### src/rtl/pipeline_hazard_controller.sv
// rtl/pipeline_hazard_controller.sv - load-use stall, branch flush and forwarding control for a five-stage pipeline
//
// Purpose: detects load-use hazards and holds the front end for LOAD_LATENCY
// cycles, squashes younger pipeline registers on a taken branch/jump, selects
// EX-stage operand forwarding, and counts stall and flush cycles.
//
// Ports:
//   clk, reset               rising-edge clock, asynchronous active-low reset
//   ID_EX_*, IF_ID_*         stage source/destination specifiers and controls
//   EX_MEM_*, MEM_WB_*       writeback enables and destinations of older stages
//   BranchTaken              one-cycle redirect pulse (priority over stalls)
//   ClearCounters            synchronous clear of both event counters
//   PCWrite, IF_ID_Write     front-end load enables (low while stalling)
//   ID_EX_Bubble             zero control bits entering ID/EX
//   FlushMask                per-register squash strobes, bit 0 = IF/ID
//   ForwardA, ForwardB       00 = regfile, 10 = EX/MEM, 01 = MEM/WB
//   StallCount, FlushCount   saturating event counters
//   Busy                     high while in the multi-cycle stall state

module pipeline_hazard_controller #(
    parameter int REG_ADDR_BITS = 5,
    parameter int LOAD_LATENCY  = 1,
    parameter int FLUSH_DEPTH   = 4,
    parameter int COUNT_WIDTH   = 16
) (
    input  logic                     clk,
    input  logic                     reset,
    input  logic                     ID_EX_MemRead,
    input  logic [REG_ADDR_BITS-1:0] ID_EX_RegisterRs,
    input  logic [REG_ADDR_BITS-1:0] ID_EX_RegisterRt,
    input  logic [REG_ADDR_BITS-1:0] IF_ID_RegisterRs,
    input  logic [REG_ADDR_BITS-1:0] IF_ID_RegisterRt,
    input  logic                     IF_ID_UsesRt,
    input  logic                     EX_MEM_RegWrite,
    input  logic                     MEM_WB_RegWrite,
    input  logic [REG_ADDR_BITS-1:0] EX_MEM_RegisterRd,
    input  logic [REG_ADDR_BITS-1:0] MEM_WB_RegisterRd,
    input  logic                     BranchTaken,
    input  logic                     ClearCounters,
    output logic                     PCWrite,
    output logic                     IF_ID_Write,
    output logic                     ID_EX_Bubble,
    output logic [FLUSH_DEPTH-1:0]   FlushMask,
    output logic [1:0]               ForwardA,
    output logic [1:0]               ForwardB,
    output logic [COUNT_WIDTH-1:0]   StallCount,
    output logic [COUNT_WIDTH-1:0]   FlushCount,
    output logic                     Busy
);

    typedef enum logic {
        IDLE  = 1'b0,
        STALL = 1'b1
    } stateType;

    // The hazard cycle itself is the first stall cycle, so STALL covers the rest.
    localparam logic [2:0]             STALL_RELOAD = 3'(LOAD_LATENCY - 1);
    localparam logic [COUNT_WIDTH-1:0] COUNT_MAX    = '1;
    localparam logic [COUNT_WIDTH-1:0] COUNT_ONE    = COUNT_WIDTH'(1);

    stateType state;
    logic [2:0] cnt;
    logic hazard;
    logic stallNow;

    function automatic logic [1:0] forwardSel(
        input logic                     exMemWrite,
        input logic [REG_ADDR_BITS-1:0] exMemRd,
        input logic                     memWbWrite,
        input logic [REG_ADDR_BITS-1:0] memWbRd,
        input logic [REG_ADDR_BITS-1:0] src
    );
        logic [1:0] sel;
        sel = 2'b00;
        if (exMemWrite && exMemRd != '0 && exMemRd == src) begin
            sel = 2'b10;
        end else if (memWbWrite && memWbRd != '0 && memWbRd == src) begin
            sel = 2'b01;
        end
        return sel;
    endfunction

    always_comb begin
        hazard = ID_EX_MemRead && (ID_EX_RegisterRt != '0) &&
                 ((ID_EX_RegisterRt == IF_ID_RegisterRs) ||
                  (IF_ID_UsesRt && (ID_EX_RegisterRt == IF_ID_RegisterRt)));
        // A taken branch wins: the stalled instructions are being squashed anyway.
        stallNow = !BranchTaken && ((state == STALL) || hazard);
    end

    // Mealy outputs; all forced to their idle values while reset is held.
    always_comb begin
        PCWrite      = 1'b1;
        IF_ID_Write  = 1'b1;
        ID_EX_Bubble = 1'b0;
        FlushMask    = '0;
        ForwardA     = 2'b00;
        ForwardB     = 2'b00;
        if (reset) begin
            PCWrite      = !stallNow;
            IF_ID_Write  = !stallNow;
            ID_EX_Bubble = stallNow || BranchTaken;
            FlushMask    = BranchTaken ? '1 : '0;
            ForwardA     = forwardSel(EX_MEM_RegWrite, EX_MEM_RegisterRd,
                                      MEM_WB_RegWrite, MEM_WB_RegisterRd,
                                      ID_EX_RegisterRs);
            ForwardB     = forwardSel(EX_MEM_RegWrite, EX_MEM_RegisterRd,
                                      MEM_WB_RegWrite, MEM_WB_RegisterRd,
                                      ID_EX_RegisterRt);
        end
    end

    assign Busy = (state == STALL);

    always_ff @(posedge clk or negedge reset) begin
        if (!reset) begin
            state <= IDLE;
            cnt   <= 3'd0;
        end else if (BranchTaken) begin
            state <= IDLE;
            cnt   <= 3'd0;
        end else if (state == STALL) begin
            // The hazard is not re-examined here; the load result is simply awaited.
            if (cnt == 3'd1) begin
                state <= IDLE;
            end
            cnt <= cnt - 3'd1;
        end else if (hazard && LOAD_LATENCY > 1) begin
            state <= STALL;
            cnt   <= STALL_RELOAD;
        end
    end

    always_ff @(posedge clk or negedge reset) begin
        if (!reset) begin
            StallCount <= '0;
            FlushCount <= '0;
        end else if (ClearCounters) begin
            StallCount <= '0;
            FlushCount <= '0;
        end else begin
            if (stallNow && StallCount != COUNT_MAX) begin
                StallCount <= StallCount + COUNT_ONE;
            end
            if (BranchTaken && FlushCount != COUNT_MAX) begin
                FlushCount <= FlushCount + COUNT_ONE;
            end
        end
    end

endmodule

### config.mk
export PLATFORM = sky130hd
export DESIGN_NAME = pipeline_hazard_controller
export DESIGN_NICKNAME = d
export VERILOG_FILES = /design/src/rtl/pipeline_hazard_controller.sv
export SDC_FILE = /design/constraint.sdc
export NUM_CORES = 1
export LEC_CHECK = 0
export CAP_MARGIN = 20
export CORE_MARGIN = 2
export CORE_UTILIZATION = 50
export DETAILED_ROUTE_END_ITERATION = 7
export PLACE_DENSITY = 0.95
export SLEW_MARGIN = 25
export SYNTH_ARGS = -nofsm -noshare
export SYNTH_HDL_FRONTEND = slang
export SYNTH_SLANG_ARGS = --single-unit
### constraint.sdc
create_clock -name clk -period 6.6 [get_ports clk]
set_input_delay 1.32 -clock clk [delete_from_list [all_inputs] [get_ports clk]]
set_output_delay 1.32 -clock clk [all_outputs]
set_load 0.1 [all_outputs]
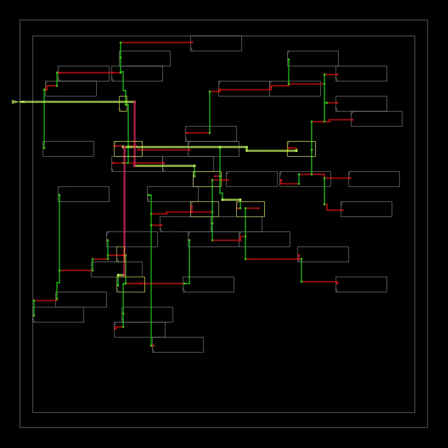
Figure 1: run 1, clock wiring as the flow saved it.
clk sinks: 36
final worst clock skew: 0.005744 ns
number of buffers inserted during clock tree synthesis: 5

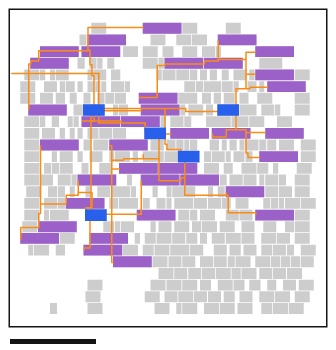
Figure 2: run 1, clock network drawn from the DEF.
The bar under the picture is 20 um long.
legend:
  cells driving clock nets:
    color: blue
    count: 5
  flip-flops:
    color: purple
    count: 36
  clock wires:
    color: orange
    length: 473 um
routed clock nets: 6

==> notes.md, run 1 <==
run results: result of the run=finished, final reports clean, cell with the biggest individual delay on the critical path=sky130_fd_sc_hd__clkdlybuf4s50_1, mux share of post-synthesis cell area=1.446%, adder-cell share of the synthesized area=2.066%, number of maximum-capacitance constraint violations=0, top cells by area in the synthesized netlist=sky130_fd_sc_hd__dfrtp_1 37%, sky130_fd_sc_hd__xor2_1 9.4%, sky130_fd_sc_hd__xnor2_1 9.0%, kind of capture point of the worst setup path=output port, list of most frequent post-synthesis cells=36 x sky130_fd_sc_hd__dfrtp_1, 34 x sky130_fd_sc_hd__nor2_1, 26 x sky130_fd_sc_hd__xor2_1, switching share of power=28.55%, cell count after synthesis=262, Worst Setup Start Kind=input port, buffer and inverter count on the worst path=2, yosys stat area=2422 um2, area fraction in xor and xnor cells=18.44%, number of antenna cells inserted=0, Nets at Floorplan=304, half-perimeter wire length after placement=4641 um, fin nets=378, max frequency=181.8 MHz, hold-fix buffers at CTS=0, Chip Height=73.61 um, library cell used as clock root buffer=sky130_fd_sc_hd__clkbuf_8, global-route wire length before repair=10360 um, total number of warnings across the stage logs=27, syn avg cell area=9.246 um2, hold violation count in the final report=0, total non-filler cell area in the finished layout=3297 um2, number of gates resized after cts=0
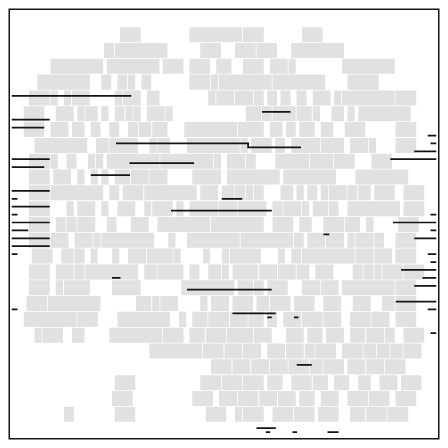
Figure 3: run 1, metal 3.
main direction: horizontal
share of all routed wire: 3.7%
routed via count: 2205
post-detailed-routing wire length: 6221 um
global routing met3 resource utilization: 4.252%

run 1: worst min-delay path: cells and delay by family (launching register included):
family,cells,cell delay [ns]
flip-flops,1,0.33
AND-OR/OR-AND,1,0.13
buffers and inverters,1,0.06
run 1: path summary, 6_finish.rpt:
| path | from | endpoint | slack (ns) | depth (start not counted) |
|---|---|---|---|---|
| max reg2reg | StallCount[0] | StallCount[7] | 4.21 | 7 |
| min | cnt[2] | Busy | 0.55 | 2 |
| max in group asynchronous | reset | StallCount[4] | 5.08 | 2 |
| min in group asynchronous | reset | FlushCount[3] | 1.18 | 2 |
| max | ID_EX_RegisterRt[0] | PCWrite | 1.10 | 7 |
| min reg2reg | cnt[2] | Busy | 0.55 | 2 |
run 1: cells in the final DEF, fill, tap and decap left out, types with 3 or more instances in the layout:
master	instances
sky130_fd_sc_hd__buf_4	5
sky130_fd_sc_hd__nand2_1	8
sky130_fd_sc_hd__clkbuf_8	6
sky130_fd_sc_hd__and4_1	3
sky130_fd_sc_hd__clkdlybuf4s50_1	77
sky130_fd_sc_hd__and2_1	5
sky130_fd_sc_hd__nand4_1	3
sky130_fd_sc_hd__nand2b_1	4
sky130_fd_sc_hd__inv_1	7
sky130_fd_sc_hd__xor2_1	26
sky130_fd_sc_hd__nor2_1	34
sky130_fd_sc_hd__nor2b_1	3
sky130_fd_sc_hd__ha_1	4
sky130_fd_sc_hd__dfrtp_1	36
sky130_fd_sc_hd__nor3_1	10
sky130_fd_sc_hd__nor4_1	7
sky130_fd_sc_hd__xnor2_1	25
sky130_fd_sc_hd__a21oi_1	9
sky130_fd_sc_hd__or4_1	6
sky130_fd_sc_hd__o21ai_0	4
sky130_fd_sc_hd__nand3_1	16
run 1: per-stage QoR:
stage | worst slack, ns | cells
finish | 1.100 | 391
global route | 0.8487 | 391
CTS | 1.102 | 391
detailed placement | 1.101 | 383
global placement | 1.194 | 383
floorplan | 0.2184 | 262
run 1: state kept, by name (all words and copies together), names as in the netlist:
signal / cells
cnt: 3
FlushCount: 16
Busy: 1
StallCount: 16
run 1: power by group through the flow:
| stage | logic [mW] | registers [mW] | clock network (mW) |
|---|---|---|---|
| CTS | 0.0988 | 0.223 | 0.166 |
| detailed placement | 0.0983 | 0.228 | 0 |
| global placement | 0.0959 | 0.228 | 0 |
| global route | 0.105 | 0.224 | 0.178 |
| finish | 0.0984 | 0.224 | 0.162 |
| floorplan | 0.0476 | 0.238 | 0 |
run 1: cell type report:
type | instances | area (um2) | area share [%]
clock buffers | 8 | 90.09 | 2.732
inverters | 7 | 26.28 | 0.7970
multi-input cells | 203 | 1399 | 42.43
well taps | 54 | 67.56 | 2.049
repair buffers | 83 | 813.3 | 24.67
flip-flops and latches | 36 | 900.9 | 27.32
run 1: per-layer routing:
| metal | GRT usage (%) | wire length, um | vias up |
|---|---|---|---|
| met5 | 0 | 0 | - |
| met2 | 42.16 | 3197 | 55 |
| li1 | - | - | 1067 |
| met4 | 8.283 | 127 | 0 |
| met3 | 4.252 | 231 | 12 |
| met1 | 31.39 | 2664 | 1071 |
==> run 1 -> run 2 <==
- CORE_UTILIZATION: 50 -> 46
- PLACE_DENSITY: 0.95 -> 0.9
- clock period: 6.6 -> 5.4 ns (I/O delays scaled with it)
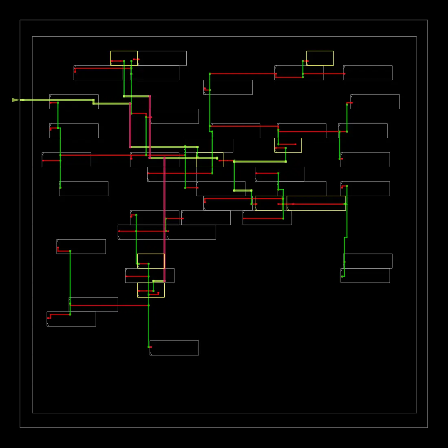
Figure 4: run 2, clock wiring as the flow saved it.
Late-Pin Clk Latency: 0.29 ns
final worst clock skew: 0.006493 ns

==> notes.md, run 2 <==
run results: global-route wire length before repair=10550 um, cell with the biggest individual delay on the critical path=sky130_fd_sc_hd__clkdlybuf4s50_1, adder-cell share of the synthesized area=2.066%, cell count of the worst hold path=2, count of placed standard cells including taps=399, number of maximum-capacitance constraint violations=0, share of post-route cells with drive strength above 1=12.17%, grt total ovfl=0, number of buffers inserted during clock tree synthesis=5, Comb area=1411 um2, Seq. cell area=900.9 um2, routed via count=2200, CP required=4.32 ns, hold crit path type=reg2reg, list of most frequent post-synthesis cells=36 x sky130_fd_sc_hd__dfrtp_1, 34 x sky130_fd_sc_hd__nor2_1, 26 x sky130_fd_sc_hd__xor2_1, number of gates resized after cts=0, max frequency=230.5 MHz, hold violation count in the final report=0, Nets at Floorplan=304, shortest period the worst path allows=4.338 ns, Worst Setup Start Kind=input port, Chip Height=76.57 um, number of antenna cells inserted=0, half-perimeter wire length after placement=4671 um, most numerous logic cell after layout=sky130_fd_sc_hd__clkdlybuf4s50_1, crit-path cells=clkdlybuf4s50_1, xor2_1, nor4_2, a22oi_1, o31ai_2, nand2_1, buf_4, post-detailed-routing wire length=6265 um, syn avg cell area=9.246 um2, routed via count divided by cell count=5.405, cell count after synthesis=262, total number of warnings across the stage logs=27, top cells by area in the synthesized netlist=sky130_fd_sc_hd__dfrtp_1 37%, sky130_fd_sc_hd__xor2_1 9.4%, sky130_fd_sc_hd__xnor2_1 9.0%, final non-filler cell total=407, commonest cells after routing, fill and taps aside=69 x sky130_fd_sc_hd__clkdlybuf4s50_1, 36 x sky130_fd_sc_hd__dfrtp_1, 34 x sky130_fd_sc_hd__nor2_1, path depth of the worst reg2reg path=7, result of the run=finished, final reports clean, Largest regs=FlushCount x16, StallCount x16, cnt x3, standby leakage power=1.318 nW, yosys stat area=2422 um2, total non-filler cell area in the finished layout=3346 um2, clk sinks=36, mux share of post-synthesis cell area=1.446%, area fraction in xor and xnor cells=18.44%, fin nets=378, drt pass-1 iters=4, hold-fix buffers at CTS=0, share of flip-flops with an asynchronous set or reset=100.0%, final hold slack=0.5651 ns, library cell used as clock root buffer=sky130_fd_sc_hd__clkbuf_8, kind of capture point of the worst setup path=output port
==> run 2: cell counts after synthesis <==
No cell type changed its count.
==> run 2: layer usage <==
layer | up-vias | global-route usage [%] | share of wire, % | wire (um)
met2 | 66 | 39.03 | 51 | 3191
met3 | 6 | 4.502 | 4.9 | 307
met4 | 0 | 5.636 | 0.67 | 42
li1 | 1061 | - | - | -
met5 | - | 0 | 0 | 0
met1 | 1067 | 27.37 | 43 | 2723
==> run 2: area by class of cell <==
cell class,instances,share of cell area [%]
clock buffer,7,2.880
clock inverter,1,0.8975
inverter,7,0.7853
multi-input combinational,203,42.18
sequential,36,26.93
tap,70,2.618
timing repair buffer,83,23.71
==> run 2: logic make-up (layout without fill, tap and decap cells) <==
family	after synthesis	in the layout
compound gates	30	30
flops	36	36
fa+ha+maj	4	4
buf+inv	23	98
mux	3	3
simple gates	115	115
xor+xnor	51	51
==> run 2: through the flow <==
stage               setup WS (ns)  utilization [%]  power, mW
floorplan                  0.6826                -     0.3493
global placement            1.182            63.03     0.3962
detailed placement          1.070            63.03     0.3988
CTS                         1.041            65.51     0.6609
global route               0.8950            65.51     0.6791
finish                      1.062            65.51     0.6565
==> run 2: final timing paths <==
| path | start | end | slack, ns |
|---|---|---|---|
| max in group asynchronous | reset | FlushCount[2] | 4.14 |
| setup / recovery | ID_EX_RegisterRt[2] | PCWrite | 1.06 |
| hold / removal | cnt[2] | Busy | 0.57 |
| hold reg to reg | cnt[2] | Busy | 0.57 |
| setup reg to reg | StallCount[0] | StallCount[7] | 2.96 |
| min in group asynchronous | reset | FlushCount[3] | 0.91 |
==> run 2: where the power goes <==
part           internal, mW  switching [mW]
Clock                 0.163           0.100
Sequential            0.271         0.00213
Combinational        0.0469          0.0735
==> run 2: worst max-delay path: cells and delay by family <==
family,cells,cell delay [ns]
buffers and inverters,2,0.83
AOI/OAI and AO/OA,2,0.61
and+or+nand+nor,2,0.49
xor gates and xnor gates,1,0.24
Power figures rest on the tool's default switching activity, not on a simulated workload.
